Figure 1. Cells colored by class (run 1).
Bar = 100 µm.
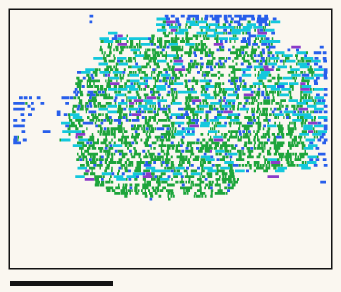
Figure 2. Cell sizes after repair (run 1).
Bar = 100 µm.
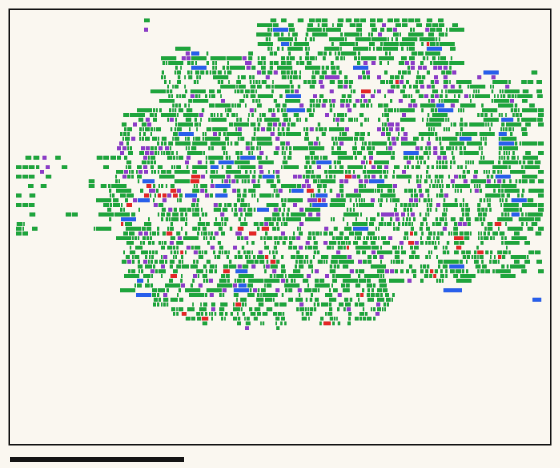
Figure 3. Metal 1 (run 1).
Bar = 100 µm. Supply wires on this layer in gray. Cells faint in the background.
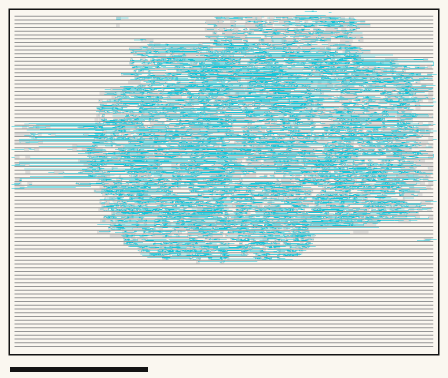
**config.mk**
```make
export PLATFORM = sky130hd
export DESIGN_NAME = hi_lo_muldiv_unit
export DESIGN_NICKNAME = d
export VERILOG_FILES = /design/src/rtl/hi_lo_muldiv_unit.sv
export SDC_FILE = /design/constraint.sdc
export NUM_CORES = 1
export LEC_CHECK = 0
export CORE_ASPECT_RATIO = 0.8
export CORE_MARGIN = 3
export CORE_UTILIZATION = 23
export DETAILED_ROUTE_END_ITERATION = 10
export SLEW_MARGIN = 40
export SYNTH_ARGS = -nofsm -noshare
export SYNTH_HDL_FRONTEND = slang
export SYNTH_SLANG_ARGS = --single-unit
```
**constraint.sdc**
```tcl
create_clock -name clk -period 3.75 [get_ports clk]
set_clock_uncertainty 0.2 [all_clocks]
set_input_delay 0.9375 -clock clk [delete_from_list [all_inputs] [get_ports clk]]
set_output_delay 0.9375 -clock clk [all_outputs]
set_load 0.01 [all_outputs]
```
**src/rtl/hi_lo_muldiv_unit.sv**
```systemverilog
// hi_lo_muldiv_unit: owns the architectural HI/LO registers and executes
// MULT/MULTU/DIV/DIVU/MTHI/MTLO for the pipeline. Division is a 32-step
// restoring divider on operand magnitudes, followed by a sign-fix cycle.
// Multiply is a registered 32x32 multiplier when HILO_FAST_MULT_EN is defined.
// Otherwise it is a 32-step shift-add with the same sign-fix cycle.
//
// Ports:
//   clk, reset_n          clock, asynchronous active-low reset
//   op_valid, op_code     request strobe and opcode
//                         (0 MULT, 1 MULTU, 2 DIV, 3 DIVU, 4 MTHI, 5 MTLO)
//   op_a, op_b            rs / rt operands, latched at accept
//   mf_req                MFHI/MFLO in decode
//   op_ready              combinational, = !busy
//   busy, done            registered: op in flight / 1-cycle write pulse
//   stall                 combinational, (mf_req | op_valid) & busy
//   hi_out, lo_out        architectural HI / LO
module hi_lo_muldiv_unit #(
  parameter logic [31:0] DBZ_LO  = 32'hFFFF_FFFF,
  parameter logic [31:0] RST_VAL = 32'h0000_0000
) (
  input  logic        clk,
  input  logic        reset_n,
  input  logic        op_valid,
  input  logic [2:0]  op_code,
  input  logic [31:0] op_a,
  input  logic [31:0] op_b,
  input  logic        mf_req,
  output logic        op_ready,
  output logic        busy,
  output logic        done,
  output logic        stall,
  output logic [31:0] hi_out,
  output logic [31:0] lo_out
);

  localparam int unsigned W  = 32;
  localparam int unsigned CW = 5;

  localparam logic [1:0] S_IDLE = 2'd0;
  localparam logic [1:0] S_MUL  = 2'd1;
  localparam logic [1:0] S_DIV  = 2'd2;
  localparam logic [1:0] S_FIX  = 2'd3;

  localparam logic [2:0] OP_MULT  = 3'd0;
  localparam logic [2:0] OP_MULTU = 3'd1;
  localparam logic [2:0] OP_DIV   = 3'd2;
  localparam logic [2:0] OP_DIVU  = 3'd3;
  localparam logic [2:0] OP_MTHI  = 3'd4;
  localparam logic [2:0] OP_MTLO  = 3'd5;

  // Registered state; r_p/r_q are the shared 64-bit working pair:
  // multiply: {partial product, multiplier}; divide: {remainder, dividend/quotient}.
  logic [1:0]    r_state, w_state;
  logic          r_busy, w_busy;
  logic          r_done, w_done;
  logic [W-1:0]  r_hi, w_hi;
  logic [W-1:0]  r_lo, w_lo;
  logic [CW-1:0] r_cnt, w_cnt;
  logic [W-1:0]  r_p, w_p;
  logic [W-1:0]  r_q, w_q;
  logic [W-1:0]  r_m, w_m;
  logic [W-1:0]  r_a, w_a;
  logic          r_div, w_div;
  logic          r_neg_q, w_neg_q;
  logic          r_neg_r, w_neg_r;
  logic          r_dbz, w_dbz;

  // Combinational helpers
  logic          w_sgn;
  logic          w_a_neg;
  logic          w_b_neg;
  logic [W-1:0]  w_mag_a;
  logic [W-1:0]  w_mag_b;
  logic [W:0]    w_sum;
  logic [W:0]    w_shift;
  logic          w_ge;
  logic [2*W-1:0] w_mul_mag;
  logic [2*W-1:0] w_mul_res;
  logic [W-1:0]  w_div_q;
  logic [W-1:0]  w_div_r;

  // Signed ops are the even opcodes (MULT, DIV).
  assign w_sgn   = ~op_code[0];
  assign w_a_neg = w_sgn & op_a[W-1];
  assign w_b_neg = w_sgn & op_b[W-1];
  assign w_mag_a = w_a_neg ? (~op_a + 32'd1) : op_a;
  assign w_mag_b = w_b_neg ? (~op_b + 32'd1) : op_b;

  // One shift-add multiply step and one restoring divide step.
  assign w_sum   = {1'b0, r_p} + (r_q[0] ? {1'b0, r_m} : 33'd0);
  assign w_shift = {r_p, r_q[W-1]};
  assign w_ge    = (w_shift >= {1'b0, r_m});

`ifdef HILO_FAST_MULT_EN
  assign w_mul_mag = 64'(r_m) * 64'(r_q);
`else
  assign w_mul_mag = {r_p, r_q};
`endif
  assign w_mul_res = r_neg_q ? (~w_mul_mag + 64'd1) : w_mul_mag;
  assign w_div_q   = r_neg_q ? (~r_q + 32'd1) : r_q;
  assign w_div_r   = r_neg_r ? (~r_p + 32'd1) : r_p;

  // State register
  always_ff @(posedge clk or negedge reset_n) begin
    if (!reset_n) begin
      r_state <= S_IDLE;
      r_busy  <= 1'b0;
      r_done  <= 1'b0;
      r_hi    <= RST_VAL;
      r_lo    <= RST_VAL;
      r_cnt   <= '0;
      r_p     <= '0;
      r_q     <= '0;
      r_m     <= '0;
      r_a     <= '0;
      r_div   <= 1'b0;
      r_neg_q <= 1'b0;
      r_neg_r <= 1'b0;
      r_dbz   <= 1'b0;
    end else begin
      r_state <= w_state;
      r_busy  <= w_busy;
      r_done  <= w_done;
      r_hi    <= w_hi;
      r_lo    <= w_lo;
      r_cnt   <= w_cnt;
      r_p     <= w_p;
      r_q     <= w_q;
      r_m     <= w_m;
      r_a     <= w_a;
      r_div   <= w_div;
      r_neg_q <= w_neg_q;
      r_neg_r <= w_neg_r;
      r_dbz   <= w_dbz;
    end
  end

  // Next-state and datapath logic
  always_comb begin
    w_state = r_state;
    w_busy  = r_busy;
    w_done  = 1'b0;
    w_hi    = r_hi;
    w_lo    = r_lo;
    w_cnt   = r_cnt;
    w_p     = r_p;
    w_q     = r_q;
    w_m     = r_m;
    w_a     = r_a;
    w_div   = r_div;
    w_neg_q = r_neg_q;
    w_neg_r = r_neg_r;
    w_dbz   = r_dbz;

    case (r_state)
      S_IDLE: begin
        if (op_valid) begin
          case (op_code)
            OP_MULT, OP_MULTU: begin
              w_state = S_MUL;
              w_busy  = 1'b1;
              w_cnt   = '0;
              w_p     = '0;
              w_m     = w_mag_a;
              w_q     = w_mag_b;
              w_div   = 1'b0;
              w_neg_q = w_a_neg ^ w_b_neg;
              w_neg_r = 1'b0;
              w_dbz   = 1'b0;
            end
            OP_DIV, OP_DIVU: begin
              w_state = S_DIV;
              w_busy  = 1'b1;
              w_cnt   = '0;
              w_p     = '0;
              w_m     = w_mag_b;
              w_q     = w_mag_a;
              w_a     = op_a;
              w_div   = 1'b1;
              w_neg_q = w_a_neg ^ w_b_neg;
              w_neg_r = w_a_neg;
              w_dbz   = (op_b == 32'd0);
            end
            OP_MTHI: w_hi = op_a;
            OP_MTLO: w_lo = op_a;
            default: ;
          endcase
        end
      end

      S_MUL: begin
`ifdef HILO_FAST_MULT_EN
        w_hi    = w_mul_res[2*W-1:W];
        w_lo    = w_mul_res[W-1:0];
        w_busy  = 1'b0;
        w_done  = 1'b1;
        w_state = S_IDLE;
`else
        // Shift {sum, multiplier} right by one: product bits fill r_q from the top.
        w_p = w_sum[W:1];
        w_q = {w_sum[0], r_q[W-1:1]};
        if (r_cnt == CW'(W - 1)) begin
          w_cnt   = '0;
          w_state = S_FIX;
        end else begin
          w_cnt = r_cnt + CW'(1);
        end
`endif
      end

      S_DIV: begin
        if (w_ge) begin
          w_p = W'(w_shift - {1'b0, r_m});
          w_q = {r_q[W-2:0], 1'b1};
        end else begin
          w_p = w_shift[W-1:0];
          w_q = {r_q[W-2:0], 1'b0};
        end
        if (r_cnt == CW'(W - 1)) begin
          w_cnt   = '0;
          w_state = S_FIX;
        end else begin
          w_cnt = r_cnt + CW'(1);
        end
      end

      S_FIX: begin
        if (r_div) begin
          // Divide-by-zero runs the full sequence, then substitutes fixed results.
          if (r_dbz) begin
            w_lo = DBZ_LO;
            w_hi = r_a;
          end else begin
            w_lo = w_div_q;
            w_hi = w_div_r;
          end
        end else begin
          w_hi = w_mul_res[2*W-1:W];
          w_lo = w_mul_res[W-1:0];
        end
        w_busy  = 1'b0;
        w_done  = 1'b1;
        w_state = S_IDLE;
      end

      default: begin
        w_state = S_IDLE;
        w_busy  = 1'b0;
      end
    endcase
  end

  assign busy     = r_busy;
  assign done     = r_done;
  assign hi_out   = r_hi;
  assign lo_out   = r_lo;
  assign op_ready = ~r_busy;
  assign stall    = (mf_req | op_valid) & r_busy;

endmodule

```
==> results.cfg, run 1 <==
; yosys + openroad results
[sta]
rsz0062_at_grt = false
fin_crit_sh_pct = 97.83
slew_viol_final = 0

[setup_path]
worst_setup_path_end_kind = flop
crit_required_ns = 3.96
critPathBufInv = 0
r2r_end = hi_out[23]

[layout]
comb_share_pct = 50.24
final_area_um2 = 21990
final-comb-area_um2 = 11050
clock_area_share_pct = 3.504
nonClkBufAreaFrac_pct = 16.25
insertedDiodeCount = 2
top_area_cell_class = multi-input combinational cells

[route]
wl_met1_um = 35810
highest_layer = met5

[power_and_ir_drop]
power.total_w = 0.01752
seq-power_w = 0.00402
power_switching_w = 0.008468
clockPowerShare_pct = 13.7

[grt]
grt_overflow = 0
antenna_found_initial = 4
grt.busiest_layer = met1

[yosys]
ys_types = 77
netlist_area_um2 = 17030
fa_ha_area_share_pct = 5.671
yosys_warnings = 0
fp_nets = 2398
yosys_area_um2 = 17030

[floorplanning]
n_tap_cell = 945
die_w_um = 310.3
die_area_um2 = 77380
die_height_um = 249.4

[clocking]
post-cts-setup-buffer-count = 0
clock_path_buffers = 3
cts.root.buffer_cell = clkbuf_16
postCtsHoldBufs = 0

[run_status]
status = finished clean

[job]
warnings = 29

[placement]
routabilityCongestion = 0.9711
placed_cell_area_um2 = 21190
dpl.hpwl_um = 60120
## Picture notes: Figure 1
legend:
  purple:
    class: clock drivers and dummy loads
    cells: 39
    share_of_their_area: 3.7%
  cyan:
    class: registers
    cells: 205
    share_of_their_area: 25%
  green:
    class: remaining logic cells
    cells: 1877
    share_of_their_area: 54%
  blue:
    class: remaining buffers and delay cells
    cells: 411
    share_of_their_area: 17%
Post-Route Utilization: 30.27%
FP Rows: 88
flop share of the area: 23.32%

## Picture notes: Figure 2
legend:
  green:
    size: x1 and smaller
    cells: 2175
    share: 86%
  red:
    size: x2
    cells: 41
    share: 1.6%
  purple:
    size: x3 and x4
    cells: 271
    share: 11%
  blue:
    size: x6 and larger
    cells: 45
    share: 1.8%

## Picture notes: Figure 3
nets with wire on the layer: 2481
wire length on this layer: 35.8 mm
met1 global-route usage: 29.11%
routed wire length: 76900 µm
via count: 18800

--- run 2 (diff from run 1) ---
--- a/config.mk
+++ b/config.mk
@@ -9,6 +9,7 @@
 export CORE_MARGIN = 3
 export CORE_UTILIZATION = 23
 export DETAILED_ROUTE_END_ITERATION = 10
+export GPL_TIMING_DRIVEN = 0
 export SLEW_MARGIN = 40
 export SYNTH_ARGS = -nofsm -noshare
 export SYNTH_HDL_FRONTEND = slang
Figure 4. Congestion heat map (run 2).
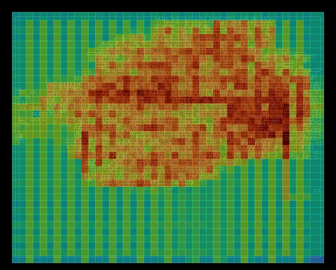
Total Routing Usage GR: 19.88%
busiest grt layer: met1

==> run 2 against run 1 <==
The run now ends with setup timing left; die area did not move; flip-flop count is the same; fmax decreased by 3.3%; core utilization decreased by 1.4 points; clock power is 9.1% higher; worst setup slack got worse by 0.13 ns; highest routed layer unchanged.
==> results.cfg, run 2 <==
; yosys + openroad results
[yosys]
netlist_area_um2 = 17030
ys_types = 77

[power_and_ir_drop]
power_switching_w = 0.009032
seq-power_w = 0.00416

[floorplanning]
n_tap_cell = 945
die_w_um = 310.3

[grt]
antenna_found_initial = 5
grt_overflow = 0

[clocking]
cts.root.buffer_cell = clkbuf_16
postCtsHoldBufs = 0
clock_path_buffers = 3

[run_status]
status = complete, but fails checks
violations = setup timing

[job]
warnings = 30

[layout]
nonClkBufAreaFrac_pct = 10.55
clock_area_share_pct = 4.058
final-comb-area_um2 = 11320
final_core_util_pct = 28.89

[sta]
setup_slack_ns = -0.04405
setup_viol = 3

[setup_path]
worst_setup_path_end_kind = flop

[route]
wl_met1_um = 35160
totalWireLength_um = 80260
vias = 19150

[placement]
placed_cell_area_um2 = 19610
dpl.hpwl_um = 62680
Power is estimated from default activity; no workload was simulated.
